## config.mk

```make
export PLATFORM = sky130hd
export DESIGN_NAME = dram_read_arbiter
export DESIGN_NICKNAME = d
export VERILOG_FILES = /design/src/rtl/dram_rd_arb_pkg.sv /design/src/rtl/dram_read_arbiter_rr_pick2.sv /design/src/rtl/dram_read_arbiter.sv
export SDC_FILE = /design/constraint.sdc
export NUM_CORES = 1
export LEC_CHECK = 0
export CORE_MARGIN = 3
export CORE_UTILIZATION = 42
export CTS_BUF_LIST = sky130_fd_sc_hd__clkbuf_8
export CTS_CLUSTER_DIAMETER = 80
export CTS_CLUSTER_SIZE = 14
export DETAILED_ROUTE_END_ITERATION = 12
export GPL_ROUTABILITY_DRIVEN = 0
export PLACE_DENSITY = 0.79
export SLEW_MARGIN = 25
export SYNTH_ARGS = -nofsm -noshare
export SYNTH_HDL_FRONTEND = slang
export SYNTH_SLANG_ARGS = --single-unit
```

## constraint.sdc

```tcl
create_clock -name CLK -period 1.5 [get_ports CLK]
set_clock_uncertainty 0.1 [all_clocks]
set_input_delay 0.3 -clock CLK [delete_from_list [all_inputs] [get_ports CLK]]
set_output_delay 0.3 -clock CLK [all_outputs]
set_load 0.03 [all_outputs]
```

## src/rtl/dram_rd_arb_pkg.sv

```systemverilog
// Shared types and constants for the two-requester DRAM read arbiter.
`timescale 1ns/1ps
package dram_rd_arb_pkg;

    typedef enum logic [2:0] {
        ST_IDLE      = 3'd0,
        ST_ISSUE     = 3'd1,
        ST_WAIT_BUSY = 3'd2,
        ST_RUN       = 3'd3,
        ST_DONE      = 3'd4
    } arb_state_t;

    localparam logic REQ_PIP  = 1'b0;
    localparam logic REQ_BACK = 1'b1;

    localparam int unsigned DEFAULT_TIMEOUT = 32'd1024;

endpackage

```

## src/rtl/dram_read_arbiter_rr_pick2.sv

```systemverilog
// Two-way round-robin pick: a lone requester wins, a tie goes to the one not granted last.
`timescale 1ns/1ps
module rr_pick2
    import dram_rd_arb_pkg::*;
(
    input  logic [1:0] pend,
    input  logic       last_grant,
    output logic       valid,
    output logic       grant
);

    // Grant selection from the pending mask
    always_comb begin
        valid = 1'b0;
        grant = REQ_PIP;
        case (pend)
            2'b01: begin
                valid = 1'b1;
                grant = REQ_PIP;
            end
            2'b10: begin
                valid = 1'b1;
                grant = REQ_BACK;
            end
            2'b11: begin
                valid = 1'b1;
                grant = ~last_grant;
            end
            default: begin
                valid = 1'b0;
                grant = REQ_PIP;
            end
        endcase
    end

endmodule

```

## src/rtl/dram_read_arbiter.sv

```systemverilog
// Shares one DRAM burst-read port between the PIP (0) and background (1) picture readers.
// Define DRAM_ARB_WATCHDOG_EN to re-kick a request whose DRAM busy never rises within TIMEOUT cycles.
`timescale 1ns/1ps
module dram_read_arbiter
    import dram_rd_arb_pkg::*;
#(
    parameter int unsigned TIMEOUT = DEFAULT_TIMEOUT
) (
    input  logic        CLK,
    input  logic        RST,
    input  logic        req0_kick,
    input  logic [31:0] req0_read_num,
    input  logic [31:0] req0_read_addr,
    output logic        req0_busy,
    output logic [31:0] req0_buf_dout,
    output logic        req0_buf_we,
    input  logic        req1_kick,
    input  logic [31:0] req1_read_num,
    input  logic [31:0] req1_read_addr,
    output logic        req1_busy,
    output logic [31:0] req1_buf_dout,
    output logic        req1_buf_we,
    output logic        dram_kick,
    output logic [31:0] dram_read_num,
    output logic [31:0] dram_read_addr,
    input  logic        dram_busy,
    input  logic [31:0] dram_buf_dout,
    input  logic        dram_buf_we,
    output logic        arb_err
);

    arb_state_t  state_r;
    logic [1:0]  pend_r;
    logic        grant_r;
    logic        last_grant_r;
    logic [31:0] num0_r;
    logic [31:0] addr0_r;
    logic [31:0] num1_r;
    logic [31:0] addr1_r;
    logic        pick_valid_s;
    logic        pick_grant_s;
    logic        in_service_s;
    logic        wd_expire_s;

    rr_pick2 u_pick (
        .pend       (pend_r),
        .last_grant (last_grant_r),
        .valid      (pick_valid_s),
        .grant      (pick_grant_s)
    );

    // Request latches: a kick is taken only while its requester is idle; DONE retires the grant
    always_ff @(posedge CLK) begin
        if (RST) begin
            pend_r  <= 2'b00;
            num0_r  <= 32'd0;
            addr0_r <= 32'd0;
            num1_r  <= 32'd0;
            addr1_r <= 32'd0;
        end else begin
            if (req0_kick && !pend_r[0]) begin
                pend_r[0] <= 1'b1;
                num0_r    <= req0_read_num;
                addr0_r   <= req0_read_addr;
            end
            if (req1_kick && !pend_r[1]) begin
                pend_r[1] <= 1'b1;
                num1_r    <= req1_read_num;
                addr1_r   <= req1_read_addr;
            end
            if (state_r == ST_DONE) begin
                pend_r[grant_r] <= 1'b0;
            end
        end
    end

    // Transfer sequencer; dram_kick is raised on the edge that enters ISSUE
    always_ff @(posedge CLK) begin
        if (RST) begin
            state_r        <= ST_IDLE;
            grant_r        <= REQ_PIP;
            last_grant_r   <= REQ_BACK;
            dram_kick      <= 1'b0;
            dram_read_num  <= 32'd0;
            dram_read_addr <= 32'd0;
        end else begin
            dram_kick <= 1'b0;
            case (state_r)
                ST_IDLE: begin
                    if (pick_valid_s && !dram_busy) begin
                        grant_r        <= pick_grant_s;
                        dram_read_num  <= (pick_grant_s == REQ_BACK) ? num1_r : num0_r;
                        dram_read_addr <= (pick_grant_s == REQ_BACK) ? addr1_r : addr0_r;
                        dram_kick      <= 1'b1;
                        state_r        <= ST_ISSUE;
                    end
                end
                ST_ISSUE: begin
                    state_r <= ST_WAIT_BUSY;
                end
                ST_WAIT_BUSY: begin
                    if (dram_busy) begin
                        state_r <= ST_RUN;
                    end else if (wd_expire_s) begin
                        dram_kick <= 1'b1;
                        state_r   <= ST_ISSUE;
                    end
                end
                ST_RUN: begin
                    if (!dram_busy) begin
                        state_r <= ST_DONE;
                    end
                end
                ST_DONE: begin
                    last_grant_r <= grant_r;
                    state_r      <= ST_IDLE;
                end
                default: begin
                    state_r <= ST_IDLE;
                end
            endcase
        end
    end

`ifdef DRAM_ARB_WATCHDOG_EN
    logic [31:0] wd_cnt_r;

    assign wd_expire_s = (state_r == ST_WAIT_BUSY) && !dram_busy && (wd_cnt_r == TIMEOUT - 32'd1);

    // Watchdog: counts from zero on every WAIT_BUSY entry; the error flag holds until reset
    always_ff @(posedge CLK) begin
        if (RST) begin
            wd_cnt_r <= 32'd0;
            arb_err  <= 1'b0;
        end else begin
            if (state_r == ST_WAIT_BUSY) begin
                wd_cnt_r <= wd_cnt_r + 32'd1;
            end else begin
                wd_cnt_r <= 32'd0;
            end
            if (wd_expire_s) begin
                arb_err <= 1'b1;
            end
        end
    end
`else
    assign wd_expire_s = 1'b0;
    assign arb_err     = 1'b0;
`endif

    // Words are only owned by the grant while the DRAM engine may be delivering them
    assign in_service_s  = (state_r == ST_WAIT_BUSY) || (state_r == ST_RUN);
    assign req0_buf_we   = dram_buf_we && in_service_s && (grant_r == REQ_PIP);
    assign req1_buf_we   = dram_buf_we && in_service_s && (grant_r == REQ_BACK);
    assign req0_buf_dout = dram_buf_dout;
    assign req1_buf_dout = dram_buf_dout;
    assign req0_busy     = pend_r[0];
    assign req1_busy     = pend_r[1];

endmodule

```

==> run_1/placed.png <==
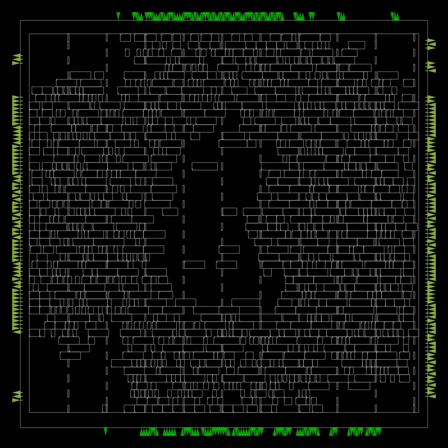
FP Rows: 50
register share of the cell area: 34.8%
number of fill cells in the layout: 1604
core region area: 19000 um^2

==> run_1/class_map.png <==
Bar = 50 um. Fill, decap, tap and diode cells in grey.
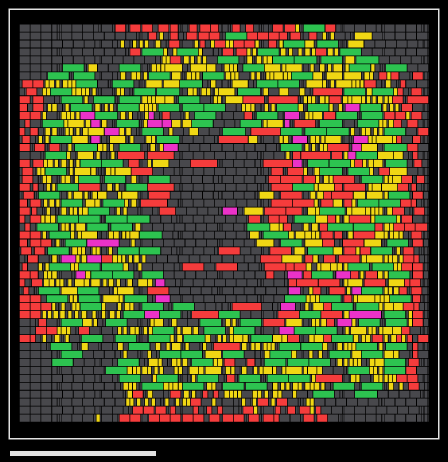
magenta -> clock drivers and dummy loads  # cells 32
red -> remaining buffers and delay cells  # cells 287
green -> sequential cells  # cells 200
yellow -> remaining logic cells  # cells 672

==> run_1/m4.png <==
Bar = 50 um.
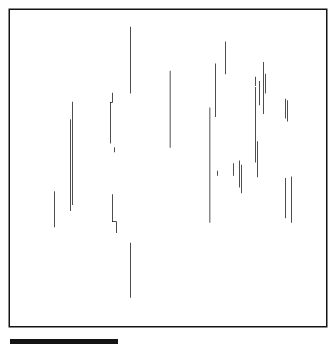
share of all routed wire = 2.0%
main direction = vertical
nets with wire on the layer = 21

## run 1: registers in the layout, indices dropped and copies added (netlist names)
signal / flops
addr0_r: 32
addr1_r: 32
dram_kick: 1
dram_read_addr: 32
dram_read_num: 32
grant_r: 1
last_grant_r: 1
num0_r: 32
num1_r: 32
pend_r: 2
state_r: 3
## run 1: synth_stat cells (all sizes together)
master | number | area [um^2]
a311oi | 64 | 742
a211o | 1 | 8.76
nor4 | 2 | 12.5
a21boi | 1 | 7.51
a21bo | 2 | 20.0
nor3b | 1 | 7.51
or3b | 1 | 8.76
o21ba | 1 | 10.0
nor3 | 5 | 36.3
conb | 1 | 3.75
clkbuf | 27 | 101
and3 | 1 | 6.26
nor2 | 5 | 18.8
a21oi | 193 | 966
buf | 123 | 808
dfxtp | 200 | 4000
nand2b | 2 | 12.5
a22oi | 1 | 7.51
nand3 | 1 | 5.00
nor2b | 3 | 18.8
and2 | 1 | 8.76
nand2 | 386 | 1450
## run 1: per-stage QoR
stage	total power, mW	area [um^2]	std cells	hold slack, ns	setup TNS, ns
after global placement	8.49	10400	1378	0.342	-32.38
after floorplan	7.66	8280	1022	0.278	0
after CTS	12.3	11100	1437	0.121	-7.60
final	12.7	11600	1451	0.147	-6.70
after detailed placement	8.54	10400	1378	0.347	-39.46
after global routing	13.2	11600	1451	0.137	-9.84
## run 1: cell type report
type	instances	share of cell area [%]
Sequential cell	200	34.8
Tap cell	260	2.80
Multi-Input combinational cell	672	31.4
Clock buffer	18	2.13
Clock inverter	14	1.37
Timing Repair Buffer	287	27.5
## run 1: cells by family (layout without fill, tap and decap cells)
logic type	Yosys count	count (layout)	synth area share, %
AOI/OAI and AO/OA	263	263	21.3
buffers and inverters	150	319	11.0
DFF	200	200	48.5
other	1	1	0.0454
and+or+nand+nor	408	408	19.2
==> impl_metrics.json, run 1 <==
{
  "swShare_pct": 30.9,
  "design.final.nets": 1344,
  "unrepaired_setup_endpoints_after_global_routing": "true",
  "antenna-diode-count": 0,
  "critPathMaxFanout": 4,
  "grtUsageTotal_pct": 23.3,
  "starting_drc_count_in_detailed_routing": 664,
  "cts-root-to-sink-buffers": 2,
  "drv.max_cap_violation_count": 0,
  "seq-power_mw": 5.94,
  "hp-start": "RST",
  "floorplanUtilization_pct": 43.4,
  "fp.dieH_um": 146,
  "ff2ff_path_depth": 9,
  "share_seq_of_total_power_pct": 46.9,
  "grt_start_max_net_pins": 48,
  "combinational_group_share_of_total_power_pct": 24.7,
  "final-seq-area_um2": 4040,
  "detail_route.first_pass.iterations": 7,
  "first_global_vias": 7683,
  "hpwl_um": 15800,
  "path_class": "reg2out",
  "worstPathCellList": "buf_6 -> nor3b_2 -> buf_4",
  "total_clock_network_power_mw": 3.60,
  "comb_power_mw": 3.14,
  "met3_usage_pct": 6.11,
  "groute.layer.met1.usage_pct": 30.6,
  "post_cts_buffers": 19,
  "power_top_consumer": "sequential cells",
  "met3RoutedLength_um": 2370,
  "timing.critical_path.from": "state_r[2]",
  "power_report.internal_total_mw": 8.76,
  "mostFrequentLayoutCells": "nand2_1, dfxtp_1, a21oi_1",
  "clkPwrFrac_pct": 28.4,
  "crit_path_top_delay_cell": "dfxtp_4",
  "crit_buf_inv": 2,
  "routed-wl-met2_um": 12900,
  "post_cts_hold_buffer_count": 0,
  "fmax_ghz": 0.579,
  "area_growth_pct": 40.6,
  "critPathMaxStageDelay_ns": 0.39,
  "comb_area_um2": 3650,
  "detail_route.vias_per_cell": 5.44,
  "final_layout_top_logic_cell": "nand2_1",
  "synth.ff_latch_count": 200,
  "cts-buffers-inserted": 17,
  "tool_warnings": 28,
  "grt_pass1_wl_um": 40500,
  "path_delay_family": "flip-flops",
  "dpl_worst_slack_ns": -0.443,
  "total_power_per_unit_cell_area_nw_per_um2": 1090,
  "rr_startpoint": "state_r[1]",
  "violated_checks": "negative setup slack",
  "cts_sinks": 200,
  "syn_avg_cell_area_um2": 8.09,
  "cts_resized": 370,
  "timing.rr.end": "dram_read_addr[27]",
  "yosys_cells": 1022,
  "grt-busiest-layer": "met2",
  "critical_path_depth": 3,
  "setup_slack_ns": -0.226,
  "power.ir.vdd_worst_mv": 0.670,
  "ant_nets": 0,
  "layout.core_utilization_pct": 61.1,
  "synth_area_um2": 8260,
  "num_io_pins": 300,
  "crit_path_end_kind": "primary output",
  "data_arrival_time_of_the_critical_path_ns": 1.33,
  "switchingPower_mw": 3.92,
  "number_of_setup_violations_in_the_final_report": 67,
  "cts.clk_slew.worst_paths_ns": 0.11,
  "number_of_antenna_violations_at_the_first_check_in_global_routing": 1,
  "clock_latency_ns": 0.47,
  "critPathLaunchType": "flip-flop",
  "cts_max_level": 4,
  "total_die_area_um2": 21400,
  "outcome": "complete, but fails checks",
  "share_of_layout_cells_above_drive_strength_1_pct": 24.9,
  "timing.critical_path.required_ns": 1.10,
  "min_path_type": "in2reg",
  "power_leakage_nw": 4.30,
  "crit_end": "req1_buf_we",
  "post_synth_num_cell_types": 27,
  "final_global_route_overflow_total": 0
}
==> run 2: changes to the inputs <==
GPL_ROUTABILITY_DRIVEN = 1   (was 0)
==> run_2/m4.png <==
Bar = 50 um.
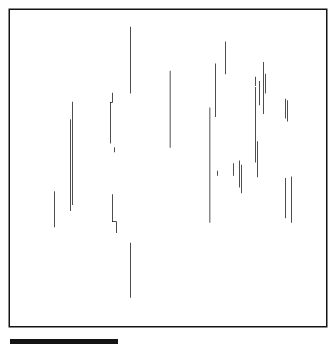
wire length on this layer = 524 um
share of all routed wire = 2.0%
nets with wire on the layer = 21
via count of the routed design: 7896
Final Routed Wirelength: 26900 um

==> run 2 against run 1 <==
The flow still finishes with violations (negative setup slack). Via count did not move. Largest cell class unchanged. Sequential power barely moved. Critical endpoint unchanged. Global-route usage did not move. Non-clock buffer count did not move. Synthesized cell count did not move. Cell count did not move. Wire length did not move. Clock-buffer cell count did not move.
==> impl_metrics.json, run 2 <==
{
  "antenna-diode-count": 0,
  "fin_worst_hold_slack_ns": 0.147,
  "switchingPower_mw": 3.92,
  "cts_max_level": 4,
  "setup_slack_ns": -0.226,
  "path_class": "reg2out",
  "synth_top_flop_cell": "dfxtp_1",
  "grt_pass1_wl_um": 40500,
  "synth-edff-count": 0,
  "number_of_antenna_violations_at_the_first_check_in_global_routing": 1,
  "power_report.internal_total_mw": 8.76,
  "num_rows": 50,
  "crit_path_end_kind": "primary output",
  "total_power_mw": 12.7,
  "first_global_vias": 7683,
  "mostFrequentLayoutCells": "nand2_1, dfxtp_1, a21oi_1",
  "cts.clk_slew.worst_paths_ns": 0.11,
  "synth-async-reset-ratio_pct": 0,
  "ant_nets": 0,
  "comb_area_um2": 3650,
  "final-seq-area_um2": 4040,
  "critPathMaxFanout": 4,
  "detail_route.first_pass.iterations": 7,
  "power_leakage_nw": 4.30,
  "drv.max_cap_violation_count": 0,
  "timing.setup.tns_ns": -6.70,
  "floorplanUtilization_pct": 43.4,
  "share_of_layout_cells_above_drive_strength_1_pct": 24.9,
  "hpwl_um": 15800,
  "fmax_ghz": 0.579,
  "yosys_cells": 1022,
  "area_growth_pct": 40.6,
  "syn_avg_cell_area_um2": 8.09,
  "cts-buffers-inserted": 17,
  "final_global_route_overflow_total": 0,
  "timing.critical_path.required_ns": 1.10,
  "num_io_pins": 300,
  "number_of_setup_violations_in_the_final_report": 67,
  "data_arrival_time_of_the_critical_path_ns": 1.33,
  "tool_warnings": 28,
  "violated_checks": "negative setup slack",
  "clock_latency_ns": 0.47,
  "netlist_top_cells_area": "dfxtp_1, nand2_1, a21oi_1, buf_4, a311oi_2",
  "cts_sinks": 200,
  "fp.dieH_um": 146,
  "cts-root-to-sink-buffers": 2,
  "grtUsageTotal_pct": 23.3,
  "starting_drc_count_in_detailed_routing": 664,
  "synth_area_um2": 8260,
  "power.ir.vdd_worst_mv": 0.670,
  "synth.ff_latch_count": 200,
  "critPathLaunchType": "flip-flop",
  "unrepaired_setup_endpoints_after_global_routing": "true",
  "placed_cells_incl_taps": 1378,
  "grt_start_max_net_pins": 48,
  "yosysTopAreaCell": "dfxtp_1",
  "share_seq_of_total_power_pct": 46.9,
  "total_die_area_um2": 21400,
  "outcome": "complete, but fails checks"
}
==> run_2/placed.png <==
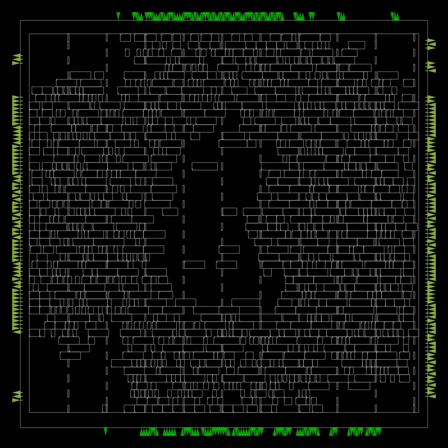
number of sequential storage elements: 200
share of the core filled with cells: 61.1%
number of well-tap cells placed: 260
final standard cell count with taps included and fillers excluded: 1451

==> run 2: cell families (layout without fill, tap and decap cells) <==
| group | after synthesis | count (layout) | share of synthesized area [%] |
|---|---|---|---|
| other cells | 1 | 1 | 0.0454 |
| compound gates | 263 | 263 | 21.3 |
| buf+inv | 150 | 319 | 11.0 |
| flops | 200 | 200 | 48.5 |
| simple gates | 408 | 408 | 19.2 |
==> run 2: power groups by stage <==
stage / Clock, mW / Sequential [mW] / Combinational (mW)
floorplan: 0 / 6.29 / 1.37
global placement: 0 / 6.02 / 2.47
detailed placement: 0 / 6.03 / 2.51
CTS: 3.63 / 5.91 / 2.79
global route: 3.85 / 5.98 / 3.32
finish: 3.60 / 5.94 / 3.14
==> run 2: area by class of cell <==
class	instances	share of cell area [%]
multi-input cells	672	31.4
repair buffers	287	27.5
flip-flops and latches	200	34.8
clock inverters	14	1.37
clock buffers	18	2.13
well taps	260	2.80
==> run 2: critical path: stages, from the launching register on <==
cell and delay [ns]:
dfxtp_4 0.39, buf_6 0.13, nor3b_2 0.16, buf_4 0.19
==> run 2: worst paths after layout <==
| check | cells past startpoint | start | slack (ns) | endpoint |
|---|---|---|---|---|
| max | 3 | state_r[2] | -0.23 | req1_buf_we |
| max reg2reg | 9 | state_r[1] | -0.16 | dram_read_addr[27] |
| min reg2reg | 2 | num0_r[29] | 0.36 | num0_r[29] |
| min | 2 | RST | 0.15 | addr0_r[20] |
==> run 2: metal layers <==
metal	global-route usage, %	routed length, um
met3	6.11	2370
met2	37.9	12900
met4	6.63	524
met1	30.6	11100
met5	0	7
==> run 2: what timing repair did <==
| action | in CTS | in global routing |
|---|---|---|
| cloned | 8 | 10 |
| setup endpoints to repair | 127 | 112 |
| pin swaps | 47 | 29 |
| setup buffers | 19 | 7 |
| gates resized | 370 | 83 |
No activity file was given, so power comes from the tool's default toggle rates.
